### config.mk
export PLATFORM = sky130hd
export DESIGN_NAME = gsc_step_classifier
export DESIGN_NICKNAME = d
export VERILOG_FILES = /design/src/rtl/gsc_pkg.sv /design/src/rtl/gsc_step_classifier.sv
export SDC_FILE = /design/constraint.sdc
export NUM_CORES = 1
export LEC_CHECK = 0
export ABC_AREA = 1
export CAP_MARGIN = 20
export CORE_MARGIN = 2
export CORE_UTILIZATION = 55
export CTS_CLUSTER_DIAMETER = 60
export DETAILED_ROUTE_END_ITERATION = 10
export DONT_BUFFER_PORTS = 1
export PLACE_DENSITY = 0.7
export SETUP_SLACK_MARGIN = 0.02
export SYNTH_ARGS = -nofsm -noshare
export SYNTH_HDL_FRONTEND = slang
export SYNTH_SLANG_ARGS = --single-unit
export TNS_END_PERCENT = 50
### constraint.sdc
create_clock -name clk_in -period 4.53 [get_ports clk_in]
set_input_delay 1.359 -clock clk_in [delete_from_list [all_inputs] [get_ports clk_in]]
set_output_delay 1.359 -clock clk_in [all_outputs]
set_load 0.005 [all_outputs]
### src/rtl/gsc_pkg.sv
// Shared types and default constants for the glitch sequence checker.
// Optional feature macro: GSC_STICKY_ERR_EN (see glitch_seq_checker.sv).
package gsc_pkg;

  typedef enum logic [1:0] {
    INIT,
    SEARCH,
    TRACK
  } gsc_state_e;

  typedef enum logic [1:0] {
    STEP_INC,
    STEP_DEC,
    STEP_BAD
  } gsc_step_e;

  localparam int GSC_DATA_W       = 8;
  localparam int GSC_INC_STEP     = 2;
  localparam int GSC_DEC_STEP     = 5;
  localparam int GSC_PERIOD       = 4;
  localparam int GSC_LOCK_PERIODS = 2;
  localparam int GSC_ERR_W        = 8;

endpackage

### src/rtl/gsc_step_classifier.sv
// Holds the previous sample and classifies the modulo step
// between it and the current sample.
module gsc_step_classifier
  import gsc_pkg::*;
#(
  parameter int DATA_W   = GSC_DATA_W,
  parameter int INC_STEP = GSC_INC_STEP,
  parameter int DEC_STEP = GSC_DEC_STEP
) (
  input  logic              clk_in,
  input  logic              rst,
  input  logic [DATA_W-1:0] sample_in,
  input  logic              sample_vld,
  output gsc_step_e         step_cls,
  output logic              prev_valid
);

  localparam logic [DATA_W-1:0] INC_V = DATA_W'(INC_STEP);
  localparam logic [DATA_W-1:0] DEC_V = -DATA_W'(DEC_STEP);

  logic [DATA_W-1:0] prev_q, prev_d;
  logic              prev_valid_q, prev_valid_d;
  logic [DATA_W-1:0] diff;

  // prev follows every valid sample; invalid cycles drop history
  always_comb begin
    prev_d       = sample_vld ? sample_in : prev_q;
    prev_valid_d = sample_vld;
  end

  // prev register
  always_ff @(posedge clk_in) begin
    if (rst) begin
      prev_q       <= '0;
      prev_valid_q <= 1'b0;
    end else begin
      prev_q       <= prev_d;
      prev_valid_q <= prev_valid_d;
    end
  end

  // modulo step classification
  always_comb begin
    diff     = sample_in - prev_q;
    step_cls = STEP_BAD;
    if (diff == INC_V)
      step_cls = STEP_INC;
    else if (diff == DEC_V)
      step_cls = STEP_DEC;
  end

  assign prev_valid = prev_valid_q;

endmodule

==> flow_metrics.env, run 1 <==
# implementation run metrics
export IMPL_r2r_end="prev_q[5]"
export IMPL_layout_area_comb_um2=534
export IMPL_pg_seq_w=0.0000869
export IMPL_switchingPower_w=0.0000804
export IMPL_outcome="complete, no violations"
export IMPL_tns_ns=0
export IMPL_synthDominantCellAreaShare=0.218
export IMPL_post_route_util=0.640
export IMPL_antennaDiodeCount=0
export IMPL_cts_sinks=9
export IMPL_lay_top_cells="nand2_1, inv_1, nor2_1"
export IMPL_switching_share=0.348
export IMPL_ys_top_cells_by_area="dfxtp_1, nand2_1, ha_1"
export IMPL_cts_root_buf="clkbuf_4"
export IMPL_p_comb_w=0.0000856
export IMPL_p_int_w=0.000151
export IMPL_synthFlopType="dfxtp_1"
export IMPL_grt_pass1_vias=671
export IMPL_cts_tree="built"
export IMPL_boundaryPins=14
export IMPL_cp_top_family="simple AND/OR/NAND/NOR gates"
export IMPL_cp_endpoint="step_cls[1]"
export IMPL_ys_flops=9
export IMPL_hold_viol=0
export IMPL_power_leader="sequential cells"
export IMPL_ys_warn_count=0
export IMPL_route_top_layer_used="met4"
export IMPL_nonClkBufAreaFrac=0
export IMPL_fill_cells=143
export IMPL_num_multi_input_gates=97
export IMPL_hold_path_class="flip-flop to flip-flop"
export IMPL_die_w_um=42.8
export IMPL_gp_congestion=0.773
export IMPL_synth_area_um2=827
export IMPL_mostFrequentLayoutCell="nand2_1"
export IMPL_grtUsageMet3=0.0383
export IMPL_flop_area_um2=180
export IMPL_post_cts_buffers=0
export IMPL_p_clk_w=0.0000584
export IMPL_well_tap_count=15
export IMPL_slew_violations=0
export IMPL_dieHeight_um=42.8
export IMPL_drive_above_1_share=0.0870
export IMPL_async_flop_share=0
==> run 1: per-stage QoR <==
stage	hold slack (ns)	power (W)	area (um^2)	instances	worst slack, ns
floorplan	0.439	0.000161	827	136	0.495
global placement	0.451	0.000170	838	149	0.391
detailed placement	0.454	0.000174	838	149	0.365
CTS	0.465	0.000234	865	153	0.364
global route	0.480	0.000255	865	153	0.176
finish	0.467	0.000231	865	153	0.363
==> run 1: cell families (layout without fill, tap and decap cells) <==
group	after synthesis	in the layout	share of synthesized area
xor+xnor	1	1	0.0197
simple gates	76	76	0.389
fa+ha+maj	9	9	0.145
compound gates	11	11	0.0923
buf+inv	30	32	0.136
flops	9	9	0.218
==> run 1: registers in the layout, summed over array words and instances (netlist names) <==
name        count
prev_valid      1
prev_q          8
run_1/m1.png
The bar under the picture is 10 um long.
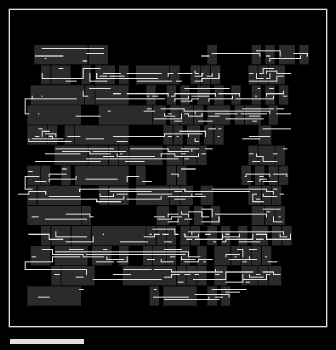
wire length on this layer: 758 um
nets with wire on the layer: 149
longest straight run: 17.9 um
main direction: horizontal
final wirelength: 1540 um
met1 Resource Use GR: 0.260
Via Count: 749

run_1/m2.png
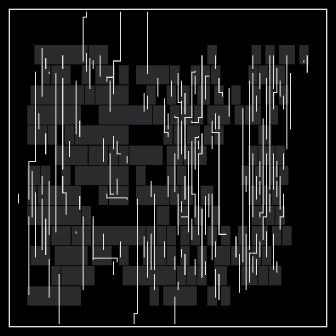
share of all routed wire: 46%
wire length on this layer: 710 um
main direction: vertical
longest straight run: 22.8 um
nets with wire on the layer: 116

run_1/m3.png
The bar under the picture is 10 um long.
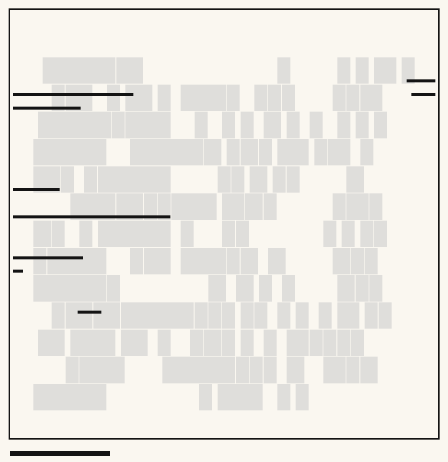
share of all routed wire: 3.4%
nets with wire on the layer: 8

run_1/sizing.png
The bar under the picture is 10 um long.
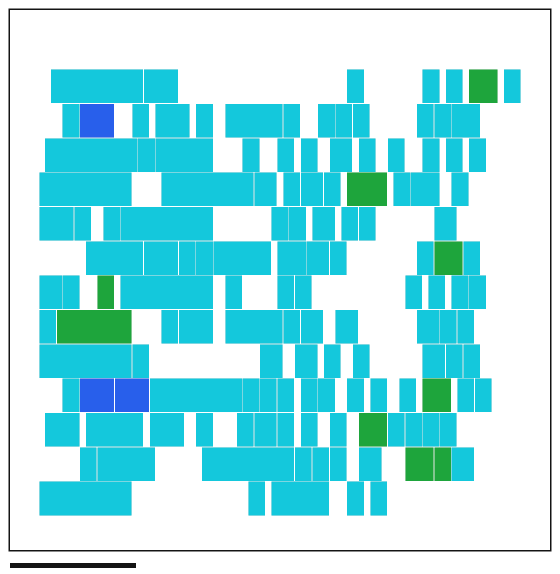
[x3 and x4] blue | cells: 3 | share: 2.2%
[x2] green | cells: 9 | share: 6.5%
[x1 and smaller] cyan | cells: 126 | share: 91%
synthesis-to-finish area growth: 4.54%
bufs w/o clock: 0
Worst Setup Slack, final: 0.363 ns
post-route cell area: 865 um^2

run_1/placed.png
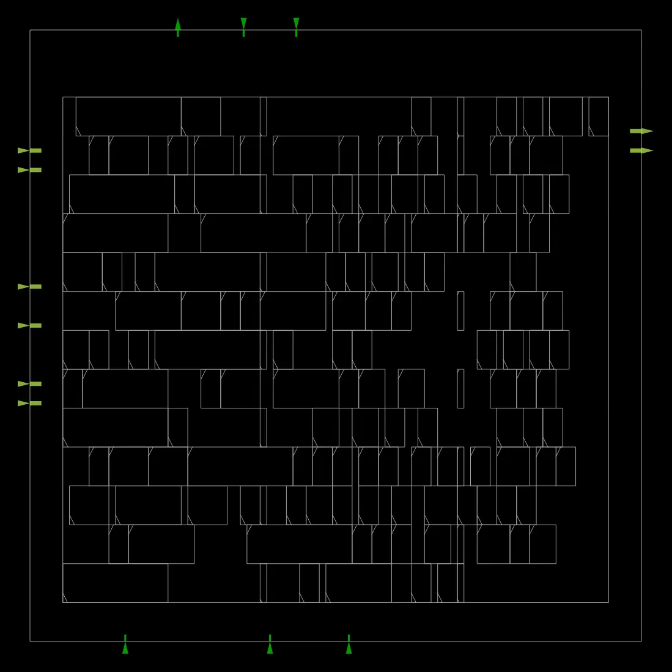

==> run 2: changes to the inputs <==
CORE_ASPECT_RATIO = 0.8   (was default)
CORE_UTILIZATION = 30   (was 55)
PLACE_DENSITY = default   (was 0.7)
run_2/placed.png
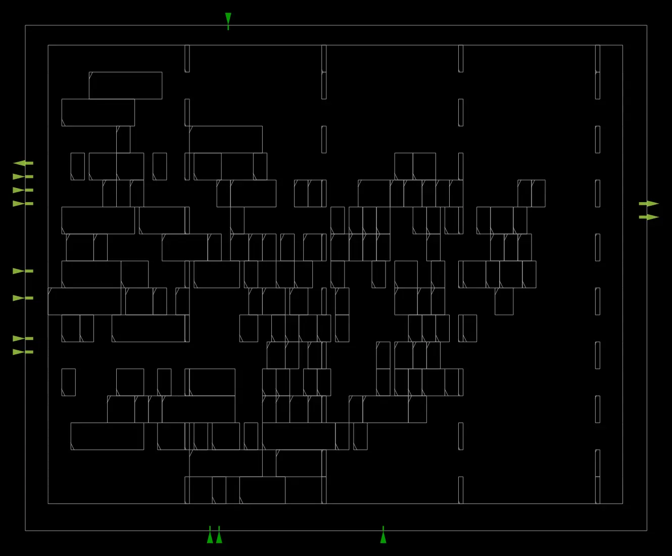
final std cells w/o fill: 176
row count: 17
Layout fillers: 322
Tapcells: 38

run_2/m2.png
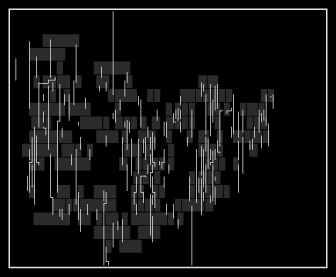
nets with wire on the layer: 117
main direction: vertical
wire length on this layer: 613 um
M2 GR Usage: 0.159
Via Count: 753
final wirelength: 1570 um

==> run 2 against run 1 <==
  * Worst hold slack worse by 0.0019 ns
  * Total power increased by 0.61%
  * Cell count increased by 15%
  * Critical path depth did not move
  * Die size is 75% higher
  * Combinational power fell by 0.6%
  * Wire length up 1.9%
  * First-iteration DRC count grew to 6.3 times the previous value
  * Clock power up 3%
  * Core utilization fell by 31 points
  * Setup slack worse by 0.017 ns
  * Clock skew unchanged
  * Largest cell class unchanged
==> flow_metrics.env, run 2 <==
# implementation run metrics
export IMPL_cpPeakStageDelay_ns=0.37
export IMPL_post_route_util=0.333
export IMPL_dieHeight_um=51.0
export IMPL_post_place_cells=172
export IMPL_grtUsageMet3=0.0198
export IMPL_p_comb_w=0.0000851
export IMPL_drive_above_1_share=0.0870
export IMPL_post_cts_buffers=0
export IMPL_p_clk_w=0.0000602
export IMPL_nets=159
export IMPL_grtUsageMet1=0.147
export IMPL_place_area_um2=867
export IMPL_async_flop_share=0
export IMPL_synthFlopType="dfxtp_1"
export IMPL_period_used=0.924
export IMPL_setup_slack_ns=0.346
export IMPL_mostFrequentLayoutCell="nand2_1"
export IMPL_peakVddDrop_uv=118
export IMPL_cts_tree="built"
export IMPL_cp_top_family="simple AND/OR/NAND/NOR gates"
export IMPL_cts_max_level=1
export IMPL_route_top_layer_used="met4"
export IMPL_cts_sinks=9
export IMPL_antenna_found_initial=0
export IMPL_pg_seq_w=0.0000870
export IMPL_hold_path_class="flip-flop to flip-flop"
export IMPL_synth_cell_types=18
export IMPL_boundaryPins=14
export IMPL_switchingPower_w=0.0000819
export IMPL_power_frac_seq=0.375
export IMPL_outcome="complete, no violations"
export IMPL_synth_area_um2=827
export IMPL_power_total_w=0.000232
export IMPL_edf_count=0
export IMPL_p_int_w=0.000150
export IMPL_lay_top_cells="nand2_1, inv_1, nor2_1"
export IMPL_cts_path_max_buffers=2
export IMPL_worstPathRequired_ns=3.17
export IMPL_antennaDiodeCount=0
export IMPL_fmaxAchievable_mhz=239
export IMPL_syn_num_nets=156
export IMPL_grt_pass1_wl_um=2790
export IMPL_tns_ns=0
export IMPL_top_usage_layer="met2"
export IMPL_route_met3_wl_um=69
export IMPL_crit_chain="inv_1 > ha_1 > fa_1 > inv_1 > nand2_1 > nand2_1 > nand3_1 > nand2_1 > nand2_1 > nand2_1 > nand2_1 > nor2_2 > nor2_1"
export IMPL_max_flop_register="prev_q"
export IMPL_fp_coreArea_mm2=0.00268
export IMPL_gp_congestion=0.754
export IMPL_hold_viol=0
export IMPL_synth_area_leader_cell="dfxtp_1"
export IMPL_syn_to_final_growth_pct=8.02
export IMPL_period_minus_slack_ns=4.18
export IMPL_worstSetupEndpointType="primary output"
export IMPL_switching_share=0.353
export IMPL_ys_flops=9
export IMPL_setup_viol=0
export IMPL_final_area_um2=893
export IMPL_power_leader="sequential cells"
export IMPL_slew_violations=0
export IMPL_ys_warn_count=0
export IMPL_postCtsHoldBufs=0
export IMPL_synthDominantCellAreaShare=0.218
export IMPL_grt_pass1_vias=689
export IMPL_ys_top_cells_by_area="dfxtp_1, nand2_1, ha_1"
export IMPL_cts_root_buf="clkbuf_4"
export IMPL_pre_cts_ws_ns=0.353
export IMPL_die_w_um=62.7
export IMPL_grt_overflow=0
export IMPL_finalHoldWorstSlack_ns=0.465
export IMPL_largest_reg_flops=8
run 2: cell counts after synthesis:
Identical to the previous run, type by type.
run 2: worst paths after layout:
check                                   from  slack, ns  cells past startpoint     endpoint
worst max-delay path            sample_in[0]       0.35                     13  step_cls[1]
worst min-delay path               prev_q[6]       0.47                      2    prev_q[6]
worst max register to register     prev_q[1]       3.87                      2    prev_q[1]
worst min register to register     prev_q[6]       0.47                      2    prev_q[6]
run 2: layout make-up:
type                    instances  area (um^2)
flip-flops and latches          9          180
fillers                       322         1790
multi-input cells              97          534
clock buffers                   4         26.3
well taps                      38         47.5
inverters                      28          105
run 2: cells by family after synthesis:
logic type,share of synthesized area
buffers and inverters,0.136
adder cells (fa/ha/maj),0.145
XOR/XNOR,0.0197
flip-flops,0.218
AND/OR/NAND/NOR,0.389
AND-OR/OR-AND,0.0923
run_2/closeup.png
Window x 1 to 31, y 0 to 30 um. Cells in grey, sequential cells in the stronger grey; small squares are vias.
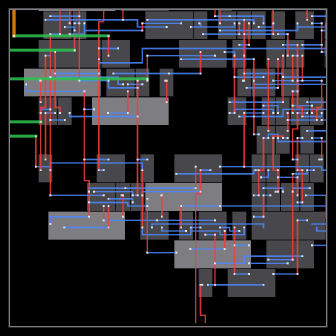

==> run 3: changes to the inputs <==
REMOVE_ABC_BUFFERS = 1   (was default)
run_3/closeup.png
Window x 1 to 31, y 0 to 30 um. Cells in grey, sequential cells in the stronger grey; small squares are vias.
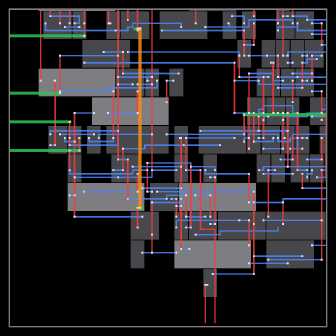
[M4] orange
[M1] blue
[M3] green
[M2] red
sequential cells in the window: 5
cells with their middle in the window: 57
netlist names of flops here include: prev_q (5)
most frequent: nand2_1 (9), inv_1 (8)

==> run 3 against run 2 <==
  * First-iteration DRC count increased by 5.3%
  * Via count unchanged
  * Setup slack improved by 0.021 ns
  * Design area unchanged
  * Register-to-register slack about the same
  * Total power decreased by 0.20%
  * Largest cell class unchanged
==> flow_metrics.env, run 3 <==
# implementation run metrics
export IMPL_top_usage_layer="met1"
export IMPL_fmaxAchievable_mhz=240
export IMPL_route_met3_wl_um=67
export IMPL_cts_tree="built"
export IMPL_worstSetupEndpointType="primary output"
export IMPL_ys_flops=9
export IMPL_reg2reg_depth=2
export IMPL_switchingPower_w=0.0000814
export IMPL_critPathMaxFanout=3
export IMPL_grtUsageMet3=0.0110
export IMPL_crit_chain="inv_1 > ha_1 > fa_1 > inv_1 > nand2_1 > nand2_1 > nand3_1 > nand2_1 > nand2_1 > nand2_1 > nand2_1 > nor2_2 > nor2_1"
export IMPL_power_frac_seq=0.376
export IMPL_lay_top_cells="nand2_1, inv_1, nor2_1"
export IMPL_wl_met2_um=597
export IMPL_route_top_layer_used="met4"
export IMPL_place_area_um2=867
export IMPL_via_per_inst=4.28
export IMPL_outcome="complete, no violations"
export IMPL_ys_sh_mux=0
export IMPL_topCombFamilyByArea="simple AND/OR/NAND/NOR gates"
export IMPL_dieHeight_um=51.0
export IMPL_edf_count=0
export IMPL_ys_sh_aoi=0.0923
export IMPL_gp_congestion=0.754
export IMPL_post_place_cells=172
export IMPL_synth_cell_types=18
export IMPL_postCtsHoldBufs=0
export IMPL_period_used=0.919
export IMPL_startpoint_type="input pin"
export IMPL_grt_pass1_wl_um=2760
export IMPL_ys_warn_count=0
export IMPL_cp_top_family="simple AND/OR/NAND/NOR gates"
export IMPL_peakVddDrop_uv=140
export IMPL_period_minus_slack_ns=4.16
export IMPL_simple_gate_area_frac=0.389
export IMPL_grt_pass1_vias=687
export IMPL_max_flop_register="prev_q"
export IMPL_nets=159
export IMPL_die_w_um=62.7
export IMPL_finalHoldWorstSlack_ns=0.466
export IMPL_cts_path_max_buffers=2
export IMPL_power_leader="sequential cells"
export IMPL_num_rows=17
export IMPL_post_route_util=0.333
export IMPL_cts_sinks=9
export IMPL_synthFlopType="dfxtp_1"
export IMPL_antennaDiodeCount=0
export IMPL_cts_root_buf="clkbuf_4"
export IMPL_holdPathStages=2
export IMPL_grt_usage=0.108
export IMPL_syn_to_final_growth_pct=8.02
export IMPL_pg_seq_w=0.0000871
export IMPL_drive_above_1_share=0.0870
export IMPL_min_to="prev_q[3]"
export IMPL_post_cts_resized=0
export IMPL_largest_reg_flops=8
export IMPL_antenna_found_initial=0
export IMPL_hold_viol=0
export IMPL_grt_overflow=0
export IMPL_synthDominantCellAreaShare=0.218
export IMPL_mostFrequentLayoutCell="nand2_1"
export IMPL_post_cts_buffers=0
export IMPL_cts_max_level=1
export IMPL_worstPathRequired_ns=3.17
export IMPL_slew_violations=0
export IMPL_hold_path_class="flip-flop to flip-flop"
export IMPL_tns_ns=0
export IMPL_fp_coreArea_mm2=0.00268
export IMPL_p_clk_w=0.0000601
export IMPL_synth_area_um2=827
export IMPL_r2r_end="prev_q[5]"
export IMPL_pre_cts_ws_ns=0.359
export IMPL_cpPeakStageDelay_ns=0.38
export IMPL_synth_area_leader_cell="dfxtp_1"
export IMPL_boundaryPins=14
export IMPL_p_int_w=0.000150
export IMPL_vias=753
export IMPL_switching_share=0.351
export IMPL_setup_viol=0
export IMPL_hold_start="prev_q[3]"
export IMPL_rr_startpoint="prev_q[5]"
export IMPL_ys_sh_adder=0.145
export IMPL_final_cells=176
export IMPL_async_flop_share=0
export IMPL_power_total_w=0.000232
export IMPL_ant_nets=0
export IMPL_final_area_um2=893
export IMPL_grtUsageMet1=0.159
export IMPL_setup_slack_ns=0.367
export IMPL_synth_xor_xnor_area_share=0.0197
run_3/m2.png
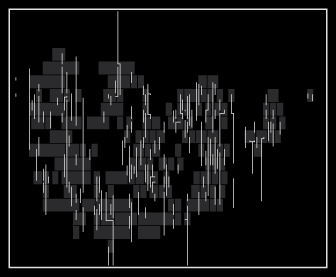
main direction: vertical
longest straight run: 18.7 um
nets with wire on the layer: 112
M2 GR Usage: 0.151
final wirelength: 1590 um

-- run 3: cell counts after synthesis --
No cell type changed its count.
-- run 3: worst reg2reg max path: stages, from the launching register on --
cell      delay (ns)
dfxtp_1         0.31
inv_1           0.05
a211oi_1        0.22
-- run 3: worst max-delay path by stage --
stage	start	end	slack (ns)	cells past startpoint
global route	sample_in[0]	step_cls[1]	0.18	13
detailed placement	sample_in[0]	step_cls[1]	0.36	13
floorplan	sample_in[0]	step_cls[1]	0.50	13
CTS	sample_in[0]	step_cls[1]	0.35	13
global placement	sample_in[0]	step_cls[1]	0.38	13
finish	sample_in[0]	step_cls[1]	0.37	13
-- run 3: area by class of cell --
cell class	count	area [um^2]
Inverter	28	105
Sequential cell	9	180
Fill cell	325	1790
Clock buffer	4	26.3
Multi-Input combinational cell	97	534
Tap cell	38	47.5
Power figures rest on the tool's default switching activity, not on a simulated workload.
